--- src/rtl/hazard_pkg.sv ---
// Shared forwarding-select encodings for the hazard unit and its consumers.
package hazard_pkg;

  typedef logic [1:0] fwd_sel_t;

  localparam fwd_sel_t FWD_RF  = 2'b00;
  localparam fwd_sel_t FWD_WB  = 2'b01;
  localparam fwd_sel_t FWD_MEM = 2'b10;

endpackage

--- src/rtl/hazard_fwd_sel.sv ---
// Per-operand forwarding compare: execute-stage mux select and decode-stage branch forward.
module hazard_fwd_sel
  import hazard_pkg::*;
#(
  parameter int RW = 5
) (
  input  logic [RW-1:0] src_e,
  input  logic [RW-1:0] src_d,
  input  logic          regwrite_m,
  input  logic [RW-1:0] writereg_m,
  input  logic          regwrite_w,
  input  logic [RW-1:0] writereg_w,
  output fwd_sel_t      fwd_e,
  output logic          fwd_d
);

  // Register 0 is hardwired zero and never forwarded; the memory stage is younger, so it wins.
  always_comb begin
    fwd_e = FWD_RF;
    if (src_e != '0 && regwrite_m && src_e == writereg_m)
      fwd_e = FWD_MEM;
    else if (src_e != '0 && regwrite_w && src_e == writereg_w)
      fwd_e = FWD_WB;
  end

  assign fwd_d = (src_d != '0) && regwrite_m && (src_d == writereg_m);

endmodule

--- src/rtl/hazard_scoreboard.sv ---
// Pipeline hazard unit: forwarding selects, load-use/branch/long-latency stalls, busy scoreboard.
// Optional HAZARD_STALL_CNT_EN adds a saturating count of decode-stall cycles on stall_cnt.
module hazard_scoreboard
  import hazard_pkg::*;
#(
  parameter int NREG = 32,
  parameter int RW   = $clog2(NREG),
  parameter int NSRC = 2
) (
  input  logic               clk,
  input  logic               reset,
  input  logic [NSRC*RW-1:0] src_d,
  input  logic [NSRC*RW-1:0] src_e,
  input  logic               branch_d,
  input  logic               regwrite_e,
  input  logic               memtoreg_e,
  input  logic [RW-1:0]      writereg_e,
  input  logic               regwrite_m,
  input  logic               memtoreg_m,
  input  logic [RW-1:0]      writereg_m,
  input  logic               regwrite_w,
  input  logic [RW-1:0]      writereg_w,
  input  logic               lat_issue_e,
  input  logic [RW-1:0]      lat_dest_e,
  input  logic               lat_done,
  input  logic [RW-1:0]      lat_done_dest,
  output logic [2*NSRC-1:0]  forward_e,
  output logic [NSRC-1:0]    forward_d,
  output logic               stall_f,
  output logic               stall_d,
  output logic               flush_e,
`ifdef HAZARD_STALL_CNT_EN
  output logic [31:0]        stall_cnt,
`endif
  output logic [NREG-1:0]    sb_busy
);

  for (genvar i = 0; i < NSRC; i++) begin : g_fwd
    hazard_fwd_sel #(.RW(RW)) u_fwd_sel (
      .src_e      (src_e[i*RW +: RW]),
      .src_d      (src_d[i*RW +: RW]),
      .regwrite_m (regwrite_m),
      .writereg_m (writereg_m),
      .regwrite_w (regwrite_w),
      .writereg_w (writereg_w),
      .fwd_e      (forward_e[2*i +: 2]),
      .fwd_d      (forward_d[i])
    );
  end

  logic          lw_stall;
  logic          br_stall;
  logic          sb_stall;
  logic          stall;
  logic [RW-1:0] src;

  // The scoreboard term is masked while reset is high so stale busy bits never stall.
  always_comb begin
    lw_stall = 1'b0;
    br_stall = 1'b0;
    sb_stall = 1'b0;
    src      = '0;
    for (int i = 0; i < NSRC; i++) begin
      src = src_d[i*RW +: RW];
      if (memtoreg_e && writereg_e != '0 && writereg_e == src)
        lw_stall = 1'b1;
      if (src != '0) begin
        if (branch_d && ((regwrite_e && writereg_e == src) ||
                         (memtoreg_m && writereg_m == src)))
          br_stall = 1'b1;
        if (sb_busy[src] && !reset)
          sb_stall = 1'b1;
      end
    end
  end

  assign stall   = lw_stall | br_stall | sb_stall;
  assign stall_f = stall;
  assign stall_d = stall;
  assign flush_e = stall;

  // Set is written after clear so a new writer to the same register keeps the bit busy.
  always_ff @(posedge clk) begin
    if (reset) begin
      sb_busy <= '0;
    end else begin
      if (lat_done)
        sb_busy[lat_done_dest] <= 1'b0;
      if (lat_issue_e && lat_dest_e != '0)
        sb_busy[lat_dest_e] <= 1'b1;
    end
  end

`ifdef HAZARD_STALL_CNT_EN
  always_ff @(posedge clk) begin
    if (reset)
      stall_cnt <= '0;
    else if (stall_d && stall_cnt != 32'hFFFF_FFFF)
      stall_cnt <= stall_cnt + 32'd1;
  end
`endif

endmodule

--- config.mk ---
export PLATFORM = sky130hd
export DESIGN_NAME = hazard_scoreboard
export DESIGN_NICKNAME = d
export VERILOG_FILES = /design/src/rtl/hazard_pkg.sv /design/src/rtl/hazard_fwd_sel.sv /design/src/rtl/hazard_scoreboard.sv
export SDC_FILE = /design/constraint.sdc
export NUM_CORES = 1
export LEC_CHECK = 0
export CAP_MARGIN = 20
export CORE_MARGIN = 2
export CORE_UTILIZATION = 48
export CTS_CLUSTER_DIAMETER = 50
export CTS_CLUSTER_SIZE = 40
export DETAILED_ROUTE_END_ITERATION = 8
export GPL_TIMING_DRIVEN = 0
export HOLD_SLACK_MARGIN = 0.03
export PLACE_DENSITY = 0.95
export SYNTH_ARGS = -nofsm -noshare
export SYNTH_HDL_FRONTEND = slang
export SYNTH_SLANG_ARGS = --single-unit
--- constraint.sdc ---
create_clock -name clk -period 7.7 [get_ports clk]
set_input_delay 1.155 -clock clk [delete_from_list [all_inputs] [get_ports clk]]
set_output_delay 1.155 -clock clk [all_outputs]
set_load 0.01 [all_outputs]
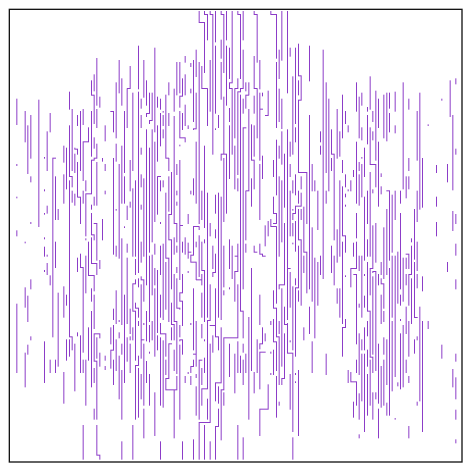
run_1/layer_met2.png
Drawn at 6 px/um.
main direction: vertical
nets with wire on the layer: 382
longest straight run: 38.1 um
wire length on this layer: 3,870 um
routed wire length: 8060 um
via count: 2,720
fraction of met2 tracks used by global routing: 50.7%

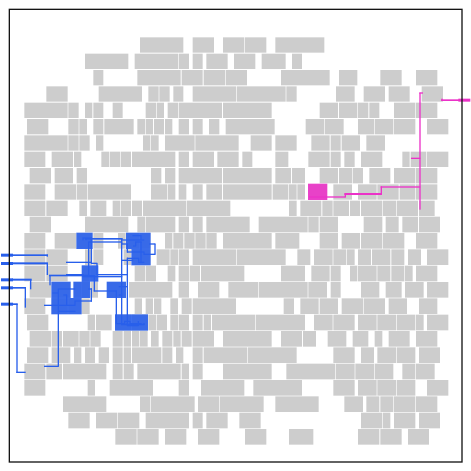
run_1/io_fan.png
Drawn at 6 px/um.
legend:
  magenta:
    port: flush_e
    bits: 1
    direction: output
    edge: east
    end_cells: 1
    buffers: 1
    wire: 44.5 um
  blue:
    port: lat_dest_e
    bits: 5
    direction: input
    edge: west
    end_cells: 14
    buffers: 5
    wire: 202 um
count of input and output buffers: 89
number of primary I/O pins: 96

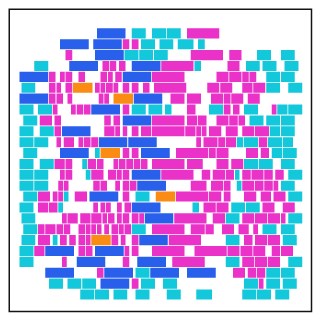
run_1/placement_by_type.png
Drawn at 4 px/um.
legend:
  magenta:
    class: combinational and other logic
    cells: 232
    share_of_their_area: 50%
  orange:
    class: clock drivers
    cells: 5
    share_of_their_area: 2.0%
  blue:
    class: flops
    cells: 32
    share_of_their_area: 19%
  cyan:
    class: other buffers and delay cells
    cells: 108
    share_of_their_area: 29%
core region area: 4820 um2
Final Instance Area: 3480 um2
proportion of cell area occupied by registers: 18.4%
Rows: 25
utilization after layout: 72.2%

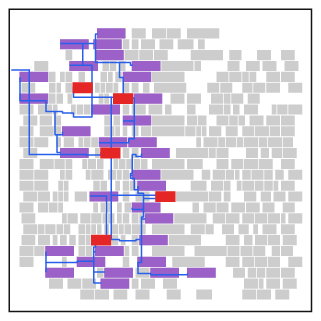
run_1/clk_routes.png
Drawn at 4 px/um.
legend:
  red:
    item: clock drivers
    count: 5
  purple:
    item: flip-flops
    count: 32
  blue:
    item: clock wires
    length: 367 um
routed clock nets: 6
Max Clock Skew: 0 ns
proportion of power drawn by the clock network: 28.6%
clock group total power: 112 uW
worst-skew pair later-pin latency: 0.28 ns

==> flow_summary_export.csv, run 1 <==
group,metric,value,unit
logic_synthesis,xor_area_share,14.4,%
global_routing,gr-usage-met3,4.02,%
pwr,switching_share,27.5,%
logic_synthesis,synth_cell_type_count,36,
routing,met2_wirelength,3870,um
pwr,pg_comb,109,uW
layout,layout.nets,434,
critical_path,count_of_cell_instances_traversed_by_the_critical_path,8,
pwr,p_seq,170,uW
layout,final_cells,444,
floorplan,fp.dieW,75.2,um
layout,final-comb-area,1690,um2
sta,post_route_clock_period_utilization,68.4,%
layout,layout-drive-gt1-share,9.81,%
global_routing,grtUsageMet1,35.7,%
cts,cts_resizes,0,
pwr,vdd_ir_drop_max,0.115,mV
critical_path,critPathBufInv,4,
layout,logic_gates,232,
pwr,p_leak,1.16,nW
layout,clock_area_share,1.98,%
sta,worst-slew-pin-transition,0.979,ns
pwr,p_sw,108,uW
critical_path,crit_path_end,"stall_f",
logic_synthesis,synthesis.area,2430,um2
critical_path,crit_path_end_kind,"output port",
job,max_cap_viol_count,0,
sta,setup_repair_after_global_routing_missed_its_margin,"false",
place,gpl.final_weighted_congestion,0.954,
critical_path,reg2reg_slack,6.85,ns
routing,post_drt_wl_per_cell,18.2,um
place,numPlacedInstances,439,
cts,tritoncts,"yes",
routing,wl_met1,3100,um
floorplan,floorplan.die.height,75.2,um
layout,largest_reg_flops,32,
global_routing,number_of_antenna_violations_at_the_first_check_in_global_routing,0,
logic_synthesis,top_area_share,26.3,%
floorplan,core_util_floorplan,50.5,%
pwr,pwr_density_cell,113,nW/um2
critical_path,critical_path.reg2reg.endpoint,"sb_busy[25]$_SDFF_PP0_",
logic_synthesis,ys_sh_mux,17.8,%
pwr,power_top_consumer,"sequential cells",
global_routing,busiest_layer,"met2",
global_routing,overflow,0,
run_status,outcome,"completed",
critical_path,cpLargestDelayFamily,"buffers and inverters",
cts,cts_num_sinks,32,
logic_synthesis,yosysSeqAreaShare,26.3,%
pwr,fin_total_pwr,392,uW
global_routing,vias_in_the_first_global_route,2628,
layout,layout_top_cells_excl_fill_tap,"sky130_fd_sc_hd__clkdlybuf4s50_1 (89), sky130_fd_sc_hd__nand2_1 (40), sky130_fd_sc_hd__dfxtp_1 (32)",
critical_path,timing.critical_path.from,"src_d[6]",
min_path,min_delay_worst_endpoint,"sb_busy[29]$_SDFF_PP0_",
sta,finalSetupViolCount,0,
layout,final.signal_buffer_count,108,
sta,finalWorstSetupSlack,2.43,ns
sta,slew_headroom,34.6,%
cts,ctsRootBufferMaster,"sky130_fd_sc_hd__clkbuf_8",
critical_path,timing.critical_path.cells,"clkdlybuf4s50_1 -> buf_2 -> mux4_2 -> a2111oi_0 -> nor3_1 -> a211o_1 -> buf_4 -> clkdlybuf4s50_1",
cts,ctsLongestPathBuffers,2,
layout,n_fill_cell,385,
pwr,pwr-share-seq,43.4,%
logic_synthesis,yosys.stat.chipArea,2430,um2
floorplan,dieArea,5660,um2
critical_path,r2r_start,"sb_busy[25]$_SDFF_PP0_",
floorplan,tapCellCount,67,
routing,detail_route.drc_violations,0,
layout,comb_total_area,48.5,%
min_path,hold_class,"reg2reg",
logic_synthesis,yosys_most_used_dff,"sky130_fd_sc_hd__dfxtp_1",
cts,post-cts-setup-buffers,0,
cts,clk_pin_slew,0.06,ns
critical_path,category_of_the_worst_setup_path_launch_point,"primary input",
critical_path,cp.arrival,4.11,ns
logic_synthesis,number_of_enable_type_register_cells_in_the_synthesized_netlist,0,
global_routing,largest_net_degree_at_the_start_of_global_routing,11,
logic_synthesis,postSynthRegisterBits,32,
sta,final_max_tran_viols,0,
logic_synthesis,post_synth.cell_area_avg,8.60,um2
layout,antenna_cells,0,
logic_synthesis,netlist_top_cells_count,"sky130_fd_sc_hd__nand2_1 (40), sky130_fd_sc_hd__dfxtp_1 (32), sky130_fd_sc_hd__a21oi_1 (31)",
==> inputs of run 2 (changes only) <==
- CORE_UTILIZATION: 48 -> 44
- PLACE_DENSITY: 0.95 -> 0.92
- clock period: 7.7 -> 5 ns (I/O delays scaled with it)
==> run 2 against run 1 <==
Worst setup slack worse by 1.9 ns. Clock-buffer cell count is 1 higher. Synthesized cell count unchanged. Via count fell by 1.8%. Clock skew unchanged. Largest power group unchanged. Highest routed layer unchanged.
==> flow_summary_export.csv, run 2 <==
group,metric,value,unit
run_status,outcome,"completed",
layout,final_cells,452,
floorplan,num_rows,27,
sta,final_max_tran_viols,0,
cts,tritoncts,"yes",
critical_path,crit_path_end,"stall_f",
critical_path,reg2reg_slack,4.20,ns
pwr,pwr_density_cell,191,nW/um2
min_path,hold-path-cell-count,2,
critical_path,timing.critical_path.cells,"clkdlybuf4s50_1 -> buf_2 -> mux4_2 -> mux4_2 -> mux2i_1 -> nor3_1 -> a211o_1 -> buf_4 -> clkdlybuf4s50_1",
routing,met2_wirelength,4050,um
global_routing,gr-usage-met3,5.75,%
critical_path,cpLargestDelayFamily,"buffers and inverters",
pwr,p_clk,242,uW
pwr,pg_comb,169,uW
global_routing,largest_net_degree_at_the_start_of_global_routing,11,
pwr,power_top_consumer,"sequential cells",
logic_synthesis,synth_cell_type_count,36,
pwr,p_sw,178,uW
logic_synthesis,synthesis.area,2430,um2
pwr,fin_total_pwr,673,uW
pwr,pwr-share-seq,38.9,%
pwr,p_seq,262,uW
routing,wl_met1,3100,um
place,io_buffers,89,
place,numPlacedInstances,444,
critical_path,category_of_the_worst_setup_path_launch_point,"primary input",
global_routing,vias_in_the_first_global_route,2673,
global_routing,first_pass_grt_wire_length,12900,um
cts,ctsLongestPathBuffers,2,
floorplan,fp.dieW,78.4,um
sta,fin_skew,0,ns
job,max_cap_viol_count,0,
floorplan,dieArea,6140,um2
global_routing,busiest_layer,"met2",
layout,final-comb-area,1690,um2
layout,logic_gates,232,
layout,clock_area_share,3.06,%
global_routing,overflow,0,
logic_synthesis,postSynthRegisterBits,32,
pwr,clock_power_share,36.0,%
layout,largest_reg_flops,32,
logic_synthesis,number_of_enable_type_register_cells_in_the_synthesized_netlist,0,
logic_synthesis,ys_sh_mux,17.8,%
logic_synthesis,top_area_share,26.3,%
cts,clk-insertion-delay-late,0.29,ns
logic_synthesis,post_synth.cell_area_avg,8.60,um2
layout,antenna_cells,0,
floorplan,core_util_floorplan,44.7,%
cts,cts_num_sinks,32,
layout,finish.instance_area,3520,um2
critical_path,critPathBufInv,4,
layout,layout-drive-gt1-share,10.3,%
logic_synthesis,yosysSeqAreaShare,26.3,%
pwr,switching_share,26.4,%
critical_path,critical_path.reg2reg.endpoint,"sb_busy[7]$_SDFF_PP0_",
layout,post-route-util,64.8,%
layout,final.signal_buffer_count,108,
critical_path,r2r_start,"sb_busy[7]$_SDFF_PP0_",
pwr,p_leak,1.18,nW
logic_synthesis,yosys_most_used_dff,"sky130_fd_sc_hd__dfxtp_1",
critical_path,cp.arrival,3.71,ns
layout,layout_top_cells_excl_fill_tap,"sky130_fd_sc_hd__clkdlybuf4s50_1 (89), sky130_fd_sc_hd__nand2_1 (40), sky130_fd_sc_hd__dfxtp_1 (32)",
pwr,vdd_ir_drop_max,0.236,mV
routing,detail_route.drc_violations,0,
floorplan,boundaryPins,96,
layout,layout.nets,434,
cts,ctsRootBufferMaster,"sky130_fd_sc_hd__clkbuf_8",
layout,comb_total_area,47.9,%
sta,setup_repair_after_global_routing_missed_its_margin,"false",
sta,post_route_clock_period_utilization,89.3,%
floorplan,floorplan.die.height,78.4,um
cts,post-cts-setup-buffers,0,
sta,slew_headroom,28.5,%
place,gpl.final_weighted_congestion,0.890,
routing,post_drt_wl_per_cell,18.0,um
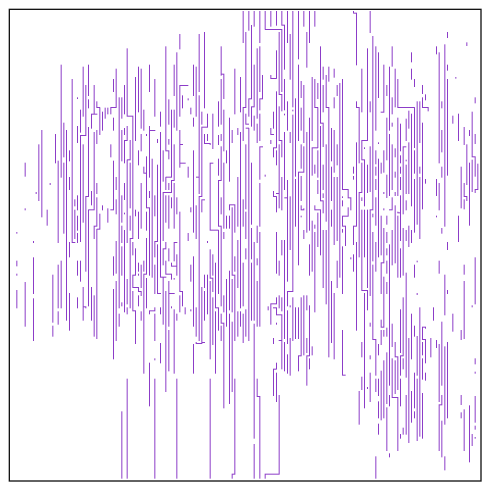
run_2/layer_met2.png
Drawn at 6 px/um.
main direction: vertical
longest straight run: 41.5 um
via count: 2,670
routed wire length: 8140 um
fraction of met2 tracks used by global routing: 47.1%

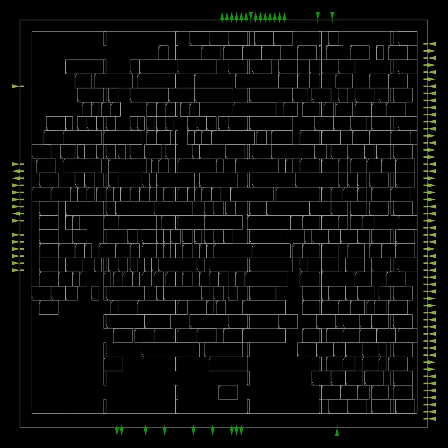
run_2/placement.png
proportion of cell area occupied by registers: 18.2%
number of tap cells inserted: 72
Filler cells: 470
core region area: 5440 um2
number of flip-flops and latches: 32

==> inputs of run 3 (changes only) <==
- CTS_CLUSTER_DIAMETER: 50 -> 120
==> run 3 against run 2 <==
Flip-flop count stayed put. Final cell count stayed put. Synthesized cell count stayed put. Largest cell class unchanged. Utilization stayed put. Fmax stayed put. Highest routed layer unchanged. Cell area stayed put. Via count stayed put. Worst setup slack stayed put. Power stayed put. Global-route usage stayed put. Clock skew stayed put.
==> flow_summary_export.csv, run 3 <==
group,metric,value,unit
pwr,switching_share,26.4,%
pwr,p_leak,1.18,nW
critical_path,crit_path_end,"stall_f",
pwr,clock_power_share,36.0,%
routing,wl_met1,3100,um
layout,area.share.sequential,18.2,%
pwr,p_clk,242,uW
logic_synthesis,xor_area_share,14.4,%
critical_path,category_of_the_worst_setup_path_launch_point,"primary input",
layout,final-comb-area,1690,um2
floorplan,boundaryPins,96,
layout,layout.nets,434,
layout,n_fill_cell,470,
floorplan,core-area,5440,um2
critical_path,r2r_start,"sb_busy[7]$_SDFF_PP0_",
cts,clk-insertion-delay-late,0.29,ns
logic_synthesis,yosys_most_used_dff,"sky130_fd_sc_hd__dfxtp_1",
logic_synthesis,netlist_top_cells_count,"sky130_fd_sc_hd__nand2_1 (40), sky130_fd_sc_hd__dfxtp_1 (32), sky130_fd_sc_hd__a21oi_1 (31)",
global_routing,gr-usage-met3,5.75,%
critical_path,timing.critical_path.from,"src_d[1]",
logic_synthesis,yosysSeqAreaShare,26.3,%
pwr,vdd_ir_drop_max,0.236,mV
sta,finalSetupViolCount,0,
place,numPlacedInstances,444,
pwr,pg_comb,169,uW
place,gpl.final_weighted_congestion,0.890,
layout,layout_top_cells_excl_fill_tap,"sky130_fd_sc_hd__clkdlybuf4s50_1 (89), sky130_fd_sc_hd__nand2_1 (40), sky130_fd_sc_hd__dfxtp_1 (32)",
logic_synthesis,number_of_enable_type_register_cells_in_the_synthesized_netlist,0,
layout,largest_reg_flops,32,
critical_path,critical_path.reg2reg.endpoint,"sb_busy[7]$_SDFF_PP0_",
sta,fin_skew,0,ns
critical_path,reg2reg_slack,4.20,ns
global_routing,largest_net_degree_at_the_start_of_global_routing,11,
pwr,p_seq,262,uW
floorplan,tapCellCount,72,
logic_synthesis,post_synth.cell_area_avg,8.60,um2
critical_path,timing.critical_path.cells,"clkdlybuf4s50_1 -> buf_2 -> mux4_2 -> mux4_2 -> mux2i_1 -> nor3_1 -> a211o_1 -> buf_4 -> clkdlybuf4s50_1",
cts,post-cts-setup-buffers,0,
min_path,hold_class,"reg2reg",
critical_path,cp.arrival,3.71,ns
sta,finalWorstSetupSlack,0.537,ns
sta,post_route_clock_period_utilization,89.3,%
logic_synthesis,yosys.stat.chipArea,2430,um2
cts,cts_resizes,0,
min_path,min_delay_worst_endpoint,"sb_busy[26]$_SDFF_PP0_",
sta,worst-slew-pin-transition,1.07,ns
pwr,fin_total_pwr,673,uW
routing,route.final.wire_length,8140,um
cts,ctsRootBufferMaster,"sky130_fd_sc_hd__clkbuf_8",
global_routing,vias_in_the_first_global_route,2673,
global_routing,busiest_layer,"met2",
global_routing,grtUsageMet1,32.3,%
layout,logic_gates,232,
logic_synthesis,ys_sh_mux,17.8,%
place,io_buffers,89,
pwr,p_sw,178,uW
critical_path,critPathBufInv,4,
critical_path,crit_path_end_kind,"output port",
run_status,outcome,"completed",
global_routing,overflow,0,
layout,layout-drive-gt1-share,10.3,%
logic_synthesis,top_area_share,26.3,%
floorplan,dieArea,6140,um2
sta,slew_headroom,28.5,%
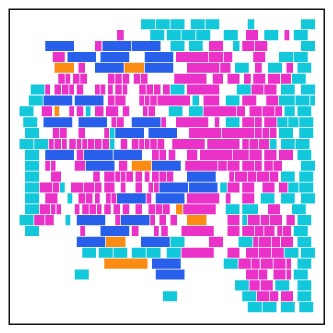
run_3/placement_by_type.png
Drawn at 4 px/um.
legend:
  orange:
    class: clock drivers and dummy loads
    cells: 8
    share_of_their_area: 3.1%
  blue:
    class: flops
    cells: 32
    share_of_their_area: 19%
  magenta:
    class: combinational and other logic
    cells: 232
    share_of_their_area: 49%
  cyan:
    class: other buffers and delay cells
    cells: 108
    share_of_their_area: 29%
Final Instance Area: 3520 um2
Rows: 27
utilization after layout: 64.8%

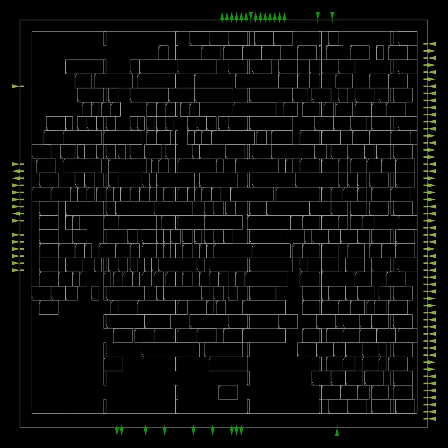
run_3/placement.png
number of cells in the finished layout apart from fillers: 452

Power figures rest on the tool's default switching activity, not on a simulated workload.
